## config.mk

```make
export PLATFORM = sky130hd
export DESIGN_NAME = traffic_light
export DESIGN_NICKNAME = d
export VERILOG_FILES = /design/src/rtl/traffic_light_pkg.sv /design/src/rtl/traffic_light_sensor_sync.sv /design/src/rtl/traffic_light.sv
export SDC_FILE = /design/constraint.sdc
export NUM_CORES = 1
export LEC_CHECK = 0
export ABC_CLOCK_PERIOD_IN_PS = 1750
export CAP_MARGIN = 5
export CORE_UTILIZATION = 48
export CTS_CLUSTER_SIZE = 10
export DETAILED_ROUTE_END_ITERATION = 10
export PLACE_DENSITY = 0.73
export RECOVER_POWER = 100
export SYNTH_ARGS = -nofsm -noshare
export SYNTH_HDL_FRONTEND = slang
export SYNTH_SLANG_ARGS = --single-unit
```

## constraint.sdc

```tcl
create_clock -name clk -period 1.75 [get_ports clk]
set_clock_uncertainty 0.05 [all_clocks]
set_input_delay 0.175 -clock clk [delete_from_list [all_inputs] [get_ports clk]]
set_output_delay 0.175 -clock clk [all_outputs]
set_load 0.05 [all_outputs]
```

## src/rtl/traffic_light_pkg.sv

```systemverilog
// Shared state encoding and lamp patterns for the highway/farm-road controller.
package traffic_light_pkg;

   typedef enum logic [2:0] {
      HG_FR  = 3'd0,
      HY_FR  = 3'd1,
      HR_FR1 = 3'd2,
      HR_FG  = 3'd3,
      HR_FY  = 3'd4,
      HR_FR2 = 3'd5
   } state_e;

   localparam logic [2:0] LIGHT_RED    = 3'b100;
   localparam logic [2:0] LIGHT_YELLOW = 3'b010;
   localparam logic [2:0] LIGHT_GREEN  = 3'b001;

endpackage

```

## src/rtl/traffic_light_sensor_sync.sv

```systemverilog
// Two-flop synchronizer for the asynchronous farm-road vehicle sensor.
module traffic_light_sensor_sync (
   input  logic clk,
   input  logic rst,
   input  logic d,
   output logic q
);

   logic meta_q;
   logic sync_q;

   always_ff @(posedge clk or posedge rst) begin
      if (rst) begin
         meta_q <= 1'b0;
         sync_q <= 1'b0;
      end else begin
         meta_q <= d;
         sync_q <= meta_q;
      end
   end

   assign q = sync_q;

endmodule

```

## src/rtl/traffic_light.sv

```systemverilog
// Highway/farm-road intersection controller (Moore FSM, highway green by default).
// Define SENSOR_SYNC_EN to pass the sensor through a 2-flop synchronizer.
module traffic_light
   import traffic_light_pkg::*;
#(
   parameter int unsigned HWY_MIN_GREEN  = 10,
   parameter int unsigned YELLOW_CYCLES  = 3,
   parameter int unsigned ALL_RED_CYCLES = 2,
   parameter int unsigned FARM_MAX_GREEN = 10,
   parameter int unsigned CNT_W          = 8
) (
   output logic [2:0] light_highway,
   output logic [2:0] light_farm,
   input  logic       sensor,
   input  logic       clk,
   input  logic       rst_n
);

   localparam logic [CNT_W-1:0] HWY_LAST  = CNT_W'(HWY_MIN_GREEN - 1);
   localparam logic [CNT_W-1:0] YEL_LAST  = CNT_W'(YELLOW_CYCLES - 1);
   localparam logic [CNT_W-1:0] RED_LAST  = CNT_W'(ALL_RED_CYCLES - 1);
   localparam logic [CNT_W-1:0] FARM_LAST = CNT_W'(FARM_MAX_GREEN - 1);

   state_e           state_q, state_d;
   logic [CNT_W-1:0] cnt_q, cnt_d;
   logic             sensor_s;

`ifdef SENSOR_SYNC_EN
   traffic_light_sensor_sync u_sensor_sync (
      .clk (clk),
      .rst (rst_n),
      .d   (sensor),
      .q   (sensor_s)
   );
`else
   assign sensor_s = sensor;
`endif

   // Highway counter saturates so a late request is served without waiting for a wrap.
   always_comb begin
      state_d = state_q;
      cnt_d   = cnt_q + CNT_W'(1);
      case (state_q)
         HG_FR: begin
            if (cnt_q >= HWY_LAST) begin
               cnt_d = HWY_LAST;
               if (sensor_s) state_d = HY_FR;
            end
         end
         HY_FR:  if (cnt_q == YEL_LAST) state_d = HR_FR1;
         HR_FR1: if (cnt_q == RED_LAST) state_d = HR_FG;
         HR_FG:  if (!sensor_s || cnt_q == FARM_LAST) state_d = HR_FY;
         HR_FY:  if (cnt_q == YEL_LAST) state_d = HR_FR2;
         HR_FR2: if (cnt_q == RED_LAST) state_d = HG_FR;
         default: state_d = HG_FR;
      endcase
      if (state_d != state_q) cnt_d = '0;
   end

   always_ff @(posedge clk or posedge rst_n) begin
      if (rst_n) begin
         state_q <= HG_FR;
         cnt_q   <= '0;
      end else begin
         state_q <= state_d;
         cnt_q   <= cnt_d;
      end
   end

   always_comb begin
      light_highway = LIGHT_RED;
      light_farm    = LIGHT_RED;
      case (state_q)
         HG_FR:   light_highway = LIGHT_GREEN;
         HY_FR:   light_highway = LIGHT_YELLOW;
         HR_FG:   light_farm    = LIGHT_GREEN;
         HR_FY:   light_farm    = LIGHT_YELLOW;
         default: ;
      endcase
   end

endmodule

```

==> impl_metrics.env, run 1 <==
# yosys + openroad results
export IMPL_status="finished clean"
export IMPL_synthFlopType="dfrtp_1"
export IMPL_max_freq_mhz=578
export IMPL_yosysWarnings=0
export IMPL_tns_ns=0
export IMPL_setup_viol=0
export IMPL_numPlacedInstances=112
export IMPL_cts_sinks=11
export IMPL_drv_slew=0
export IMPL_post_drt_wl_per_cell_um=13.7
export IMPL_core_mm2=0.00151
export IMPL_rsz0062_at_grt="yes"
export IMPL_clkLatencyLatePin_ns=0.27
export IMPL_drt_vias_per_instance=5.44
export IMPL_slowest_delay_ns=0.41
export IMPL_relSlewSlack=0.732
export IMPL_final_cell_mix="dfrtp_1 (10), buf_4 (10), nor2_1 (6), buf_12 (6)"
export IMPL_worstMarginPinSlew_ns=0.401
export IMPL_fp_nets=90
export IMPL_fillers=100
export IMPL_ant_nets=0
export IMPL_arrival_ns=1.83
export IMPL_xor_share=0.0681
export IMPL_ys_seq_share=0.357
export IMPL_stage_log_warnings=30
export IMPL_powerDensity_mw_per_mm2=2060
export IMPL_vias=658
export IMPL_fp_util=0.512
export IMPL_grt_ovfl_total=0
export IMPL_grt_pass1_vias=634
export IMPL_mux_share=0.0146
export IMPL_antenna_found_initial=0
export IMPL_finalHoldViolations=0
export IMPL_yosys_area_top_type_share=0.357
export IMPL_ir_worst_vdd_mv=1.33
export IMPL_holdWs_ns=0.283
-- run 1: layout make-up --
| cell class | count | area, um2 | area share |
|---|---|---|---|
| multi-input cells | 62 | 522 | 0.463 |
| flip-flops and latches | 11 | 277 | 0.245 |
| repair buffers | 22 | 260 | 0.231 |
| clock buffers | 4 | 26.3 | 0.0233 |
| inverters | 6 | 22.5 | 0.0200 |
| well taps | 16 | 20.0 | 0.0178 |
-- run 1: final timing paths --
path,slack (ns),startpoint,to,cells after the start
worst min register to register,0.53,state_q[2],state_q[1],1
min in group clk,0.53,state_q[2],state_q[1],1
worst max register to register,0.02,cnt_q[4],cnt_q[6],5
worst min-delay path,0.28,rst_n,cnt_q[1],2
worst max-delay path,0.02,cnt_q[4],cnt_q[6],5
max in group asynchronous,1.06,rst_n,state_q[1],2
-- run 1: worst max-delay path, delay by kind of cell, from the launching register on --
| kind | cells | cell delay [ns] |
|---|---|---|
| and+or+nand+nor | 4 | 0.98 |
| DFF | 1 | 0.41 |
| AOI/OAI and AO/OA | 1 | 0.15 |
-- run 1: power breakdown --
group	internal, W	switching, W
registers	0.000344	0.000130
logic	0.000844	0.000846
clock network	0.0000880	0.0000760
total	0.00128	0.00105
-- run 1: what timing repair did --
action,CTS,global route
buffers inserted,3,3
hold endpoints to repair,0,0
pin swaps,1,7
resized,4,16
setup endpoints to repair,7,10
-- run 1: metal layers --
| metal | vias up | GRT usage | part of all wire |
|---|---|---|---|
| li1 | 331 | - | - |
| met1 | 313 | 0.266 | 0.45 |
| met2 | 12 | 0.353 | 0.51 |
| met3 | 2 | 0.0259 | 0.027 |
| met4 | 0 | 0.0563 | 0.012 |
| met5 | - | 0 | 0 |
-- run 1: registers in the layout, indices dropped and copies added, names as in the netlist --
signal,count
cnt_q,8
state_q,3
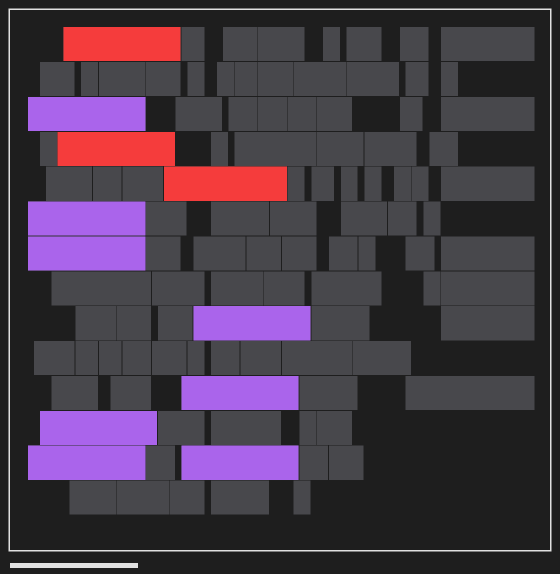
Figure 1: run 1, where the registers sit.
Scale bar: 10 um. Other cells in grey.
- `cnt_q`: purple (placed flops 8)
- `state_q`: red (placed flops 3)
Seq/total area: 0.245
fin util: 0.748
sequential logic power: 0.000474 W

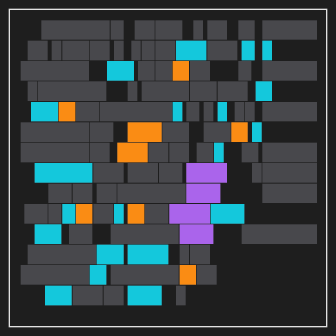
Figure 2: run 1, gate families picked out.
- and/or cells: orange (cells 8; most used and3_1)
- fa/ha/maj cells: purple (cells 4; where centre)
- nor cells: cyan (cells 20; most used nor2_1; where widely spread)
logic share of the area: 0.463
fin cells: 121

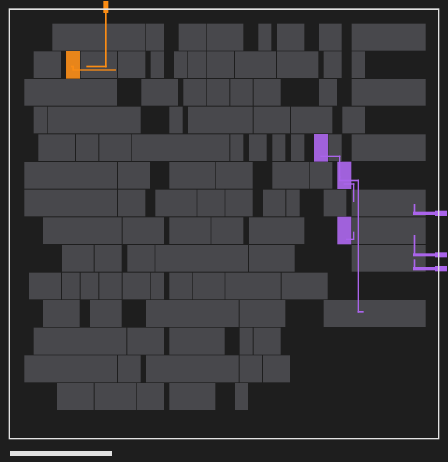
Figure 3: run 1, I/O nets highlighted.
Scale bar: 10 um.
- `rst_n`: orange (direction input; end cells 1; wire 11.7 um)
- `light_highway`: purple (direction output; end cells 3; wire 33.2 um)
# port buffers: 8
num ports: 9

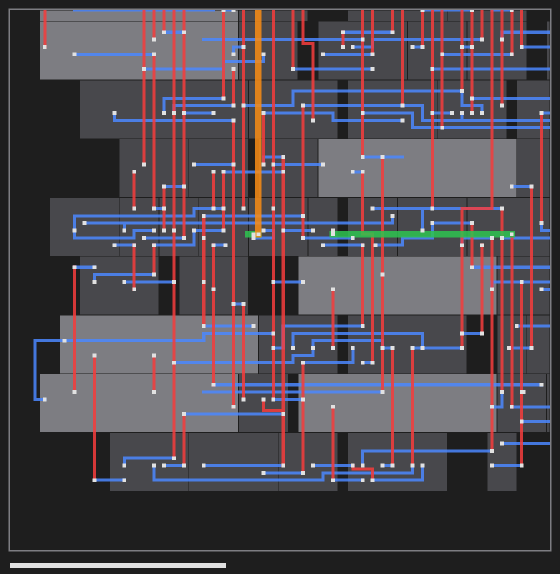
Figure 4: run 1, a small window of the routed layout.
Scale bar: 10 um. Window x 0 to 25, y 0 to 25 um. Cells in grey, sequential cells in the stronger grey; small squares are vias.
- M2: red
- M1: blue
- M3: green
- M4: orange
- most frequent: dfrtp_1 (6), buf_4 (6)
- netlist names of flops here include: `cnt_q` (6)
- cells with their middle in the window: 39
- sequential cells in the window: 6

==> inputs of run 2 (changes only) <==
Settings changed: REMOVE_ABC_BUFFERS from default to 1.
==> run 2 against run 1 <==
Net effect: the run now ends with negative setup slack left; clock power about the same; area after synthesis did not move; via count rose by 4.3%; synthesized cell count did not move; non-clock buffer count is 1 lower; sequential share of layout area grew 0.080 points; hold slack gained 0.0060 ns; sequential cell count stayed put; critical path type unchanged; highest routed layer unchanged.
==> impl_metrics.env, run 2 <==
# yosys + openroad results
export IMPL_setup_slack_ns=-0.0570
export IMPL_reg2reg_depth=6
export IMPL_grt_pass1_vias=646
export IMPL_status="finished with violations"
export IMPL_reg_largest_list="cnt_q (8), state_q (3)"
export IMPL_clkLatencyLatePin_ns=0.26
export IMPL_violations="negative setup slack"
export IMPL_largest_register_ffs=8
export IMPL_stage_log_warnings=30
export IMPL_relSlewSlack=0.725
export IMPL_io_pins=9
export IMPL_finalHoldViolations=0
export IMPL_vias=686
export IMPL_powerDensity_mw_per_mm2=2090
export IMPL_yosysWarnings=0
export IMPL_ys_seq_share=0.357
export IMPL_numPlacedInstances=113
export IMPL_slowest_delay_ns=0.42
export IMPL_fillers=113
export IMPL_critPathLaunch="cnt_q[4]"
export IMPL_core_mm2=0.00151
export IMPL_setup_viol=9
export IMPL_top_register="cnt_q"
export IMPL_numPortBuffers=8
export IMPL_max_freq_mhz=553
export IMPL_synthFlopType="dfrtp_1"
==> run 2: through the flow <==
stage / hold slack, ns / area, um2
after global routing: 0.343 / 1120
after detailed placement: 0.445 / 985
after floorplan: -0.0226 / 749
after global placement: 0.428 / 985
after CTS: 0.156 / 1010
final: 0.289 / 1120
==> run 2: cells by family (layout without fill, tap and decap cells) <==
logic type      after synthesis  after routing  share of synthesized area
compound gates                6              6                     0.0778
fa+ha+maj                     4              4                     0.0648
buf+inv                      10             31                     0.0583
flops                        11             11                      0.357
mux                           1              1                     0.0146
simple gates                 45             45                      0.360
xor+xnor                      6              6                     0.0681
==> run 2: critical path: cells and delay by family, from the launching register on <==
| family | cells | cell delay, ns |
|---|---|---|
| compound gates | 1 | 0.25 |
| buf+inv | 1 | 0.14 |
| flops | 1 | 0.42 |
| simple gates | 4 | 0.84 |
==> run 2: where the power goes <==
group          internal [W]  total [W]  leakage (nW)  switching [W]
clock network     0.0000881   0.000165        0.0150      0.0000766
registers          0.000341   0.000477         0.144       0.000135
logic              0.000800    0.00170         0.357       0.000899
==> run 2: repair_timing <==
item                       in CTS  in global routing
buffers inserted                0                  3
gates resized                   1                 23
setup endpoints to repair       3                 11
pin swaps                       0                 10
==> run 2: area by class of cell <==
| cell class | count | share of cell area |
|---|---|---|
| multi-input combinational | 62 | 0.479 |
| inverter | 6 | 0.0201 |
| timing repair buffer | 21 | 0.214 |
| tap | 16 | 0.0179 |
| clock buffer | 4 | 0.0235 |
| sequential | 11 | 0.246 |
==> run 2: metal layers <==
metal,global-route usage,up-vias,part of all wire
met5,0,-,0
met4,0.0750,0,0.027
met3,0.0129,6,0.026
met2,0.344,14,0.52
met1,0.249,337,0.43
li1,-,329,-
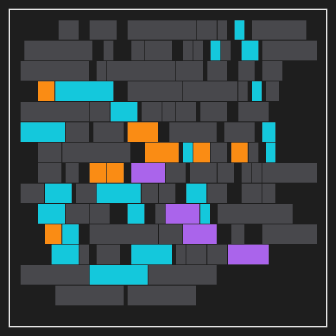
Figure 5: run 2, gate families picked out.
- and/or cells: orange (cells 8; most used and3_1)
- fa/ha/maj cells: purple (cells 4; most used ha_1)
- nor cells: cyan (cells 20; most used nor2_1; where widely spread)
fin cells: 120
logic share of the area: 0.479
most frequent logic cell in the layout: dfrtp_1

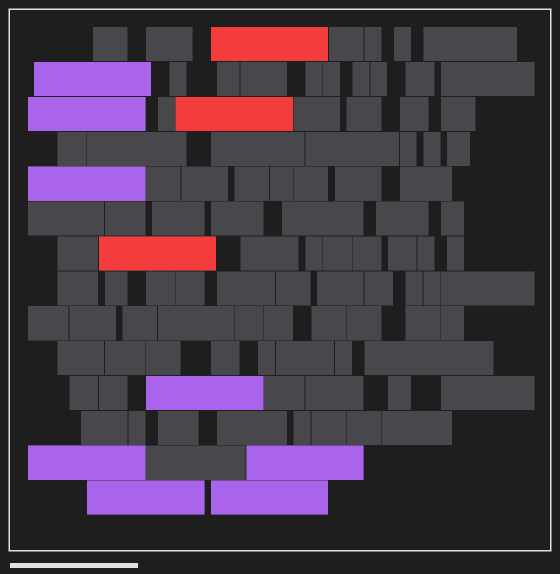
Figure 6: run 2, where the registers sit.
Scale bar: 10 um. Other cells in grey.
- `state_q`: red (placed flops 3)
- `cnt_q`: purple (placed flops 8)
fin util: 0.743
Seq/total area: 0.246
sequential logic power: 0.000477 W
Register Area: 275 um2

==> inputs of run 3 (changes only) <==
--- a/constraint.sdc
+++ b/constraint.sdc
@@ -4,2 +4,2 @@
 set_output_delay 0.175 -clock clk [all_outputs]
-set_load 0.05 [all_outputs]
+set_load 0.01 [all_outputs]
==> run 3 against run 2 <==
Net effect: the flow still finishes with violations (negative setup slack); global-route usage up 1.7 points; fmax is 0.88% lower; core utilization up 2.4 points; sequential share of layout area decreased by 0.45 points; critical path depth did not move; clock power rose by 3%; register-to-register slack worse by 0.02 ns; clock-buffer cell count stayed put.
==> impl_metrics.env, run 3 <==
# yosys + openroad results
export IMPL_status="finished with violations"
export IMPL_violations="negative setup slack"
export IMPL_slowest_delay_ns=0.43
export IMPL_grt_ovfl_total=0
export IMPL_reg2reg_depth=6
export IMPL_synthFlopType="dfrtp_1"
export IMPL_numPortBuffers=8
export IMPL_top_usage_layer="met2"
export IMPL_worst_path_stages=6
export IMPL_post_drt_wl_per_cell_um=16.4
export IMPL_core_mm2=0.00151
export IMPL_largest_register_ffs=8
export IMPL_ir_worst_vdd_mv=1.18
export IMPL_met1_usage=0.283
export IMPL_holdWs_ns=0.286
export IMPL_path_buffers=1
export IMPL_r2r_start="cnt_q[5]"
export IMPL_stage_log_warnings=29
export IMPL_finalHoldViolations=0
export IMPL_r2r_setup_slack_ns=-0.07
export IMPL_fp_util=0.512
export IMPL_met3_usage=0.0129
export IMPL_grt_pass1_vias=665
export IMPL_setup_viol=8
export IMPL_reg_largest_list="cnt_q (8), state_q (3)"
export IMPL_worstMarginPinSlew_ns=0.428
export IMPL_dr_wl_met2_um=1100
export IMPL_antenna_found_initial=0
export IMPL_wl_met1_um=818
export IMPL_max_freq_mhz=549
export IMPL_setup_slack_ns=-0.0730
export IMPL_topRoutingLayerUsed="met4"
export IMPL_drv_slew=0
export IMPL_cts_resized=11
export IMPL_post_cts_buffers=2
export IMPL_crit_family="simple AND/OR/NAND/NOR gates"
export IMPL_final_cell_mix="buf_4 (15), dfrtp_1 (8), nor2_1 (7)"
export IMPL_clkLatencyLatePin_ns=0.26
[run 3: cell counts after synthesis]
Identical to the previous run, type by type.
[run 3: worst max path at each step]
stage / to / slack, ns / from
floorplan: cnt_q[1] / 0.03 / cnt_q[6]
global placement: state_q[0] / 0.03 / cnt_q[6]
detailed placement: cnt_q[7] / -0.004 / cnt_q[0]
CTS: cnt_q[2] / 0.004 / cnt_q[0]
global route: cnt_q[0] / -0.12 / cnt_q[5]
finish: cnt_q[3] / -0.07 / cnt_q[5]
[run 3: cell families (layout without fill, tap and decap cells)]
kind of cell | Yosys count | count (layout) | synth area share
buffers and inverters | 10 | 37 | 0.0583
flip-flops | 11 | 11 | 0.357
XOR/XNOR | 6 | 6 | 0.0681
multiplexers | 1 | 1 | 0.0146
AND/OR/NAND/NOR | 45 | 45 | 0.360
adder cells (fa/ha/maj) | 4 | 4 | 0.0648
AND-OR/OR-AND | 6 | 6 | 0.0778
[run 3: layout make-up]
type	instances	area, um2	area share
Tap cell	16	20.0	0.0173
Inverter	6	25.0	0.0217
Clock buffer	4	26.3	0.0228
Multi-Input combinational cell	62	569	0.493
Timing Repair Buffer	27	235	0.204
Sequential cell	11	279	0.242
[run 3: per-stage QoR]
| stage | util | cell area [um2] | setup TNS (ns) | instances |
|---|---|---|---|---|
| 3_5_place_dp | 0.629 | 947 | -0.00742 | 116 |
| 3_3_place_gp | 0.629 | 947 | 0 | 116 |
| 2_1_floorplan | - | 749 | 0 | 79 |
| 4_1_cts | 0.664 | 1000 | 0 | 122 |
| 5_1_grt | 0.767 | 1150 | -0.932 | 126 |
| 6_report | 0.767 | 1150 | -0.501 | 126 |
[run 3: report_power, final]
part / internal (W) / total, W / switching, W
registers: 0.000345 / 0.000465 / 0.000119
logic: 0.000753 / 0.00144 / 0.000683
clock network: 0.0000881 / 0.000170 / 0.0000820
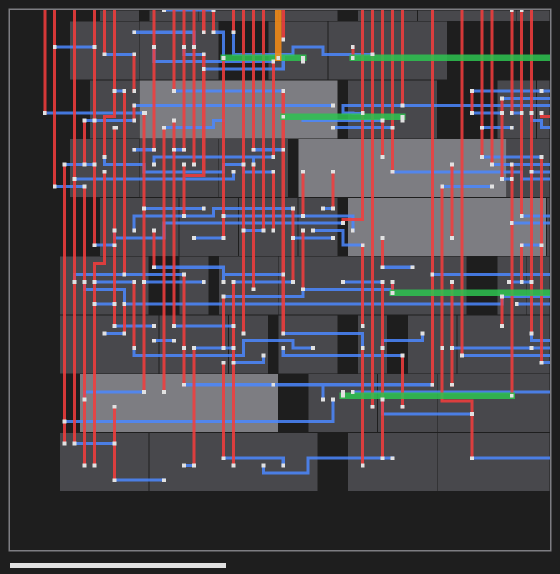
Figure 7: run 3, a small window of the routed layout.
Scale bar: 10 um. Window x 0 to 25, y 0 to 25 um. Cells in grey, sequential cells in the stronger grey; small squares are vias.
- M1: blue
- M4: orange
- M3: green
- M2: red
- netlist names of flops here include: `cnt_q` (4)
- sequential cells in the window: 4
- cells with their middle in the window: 38
- most frequent: xnor2_1 (4), buf_4 (4)

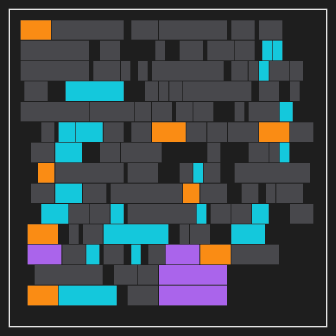
Figure 8: run 3, gate families picked out.
- and/or cells: orange (cells 8; most used and3_4)
- fa/ha/maj cells: purple (cells 4; where bottom centre)
- nor cells: cyan (cells 20; most used nor2_1)
fin cells: 126
most frequent logic cell in the layout: buf_4
logic share of the area: 0.493

No activity file was given, so power comes from the tool's default toggle rates.
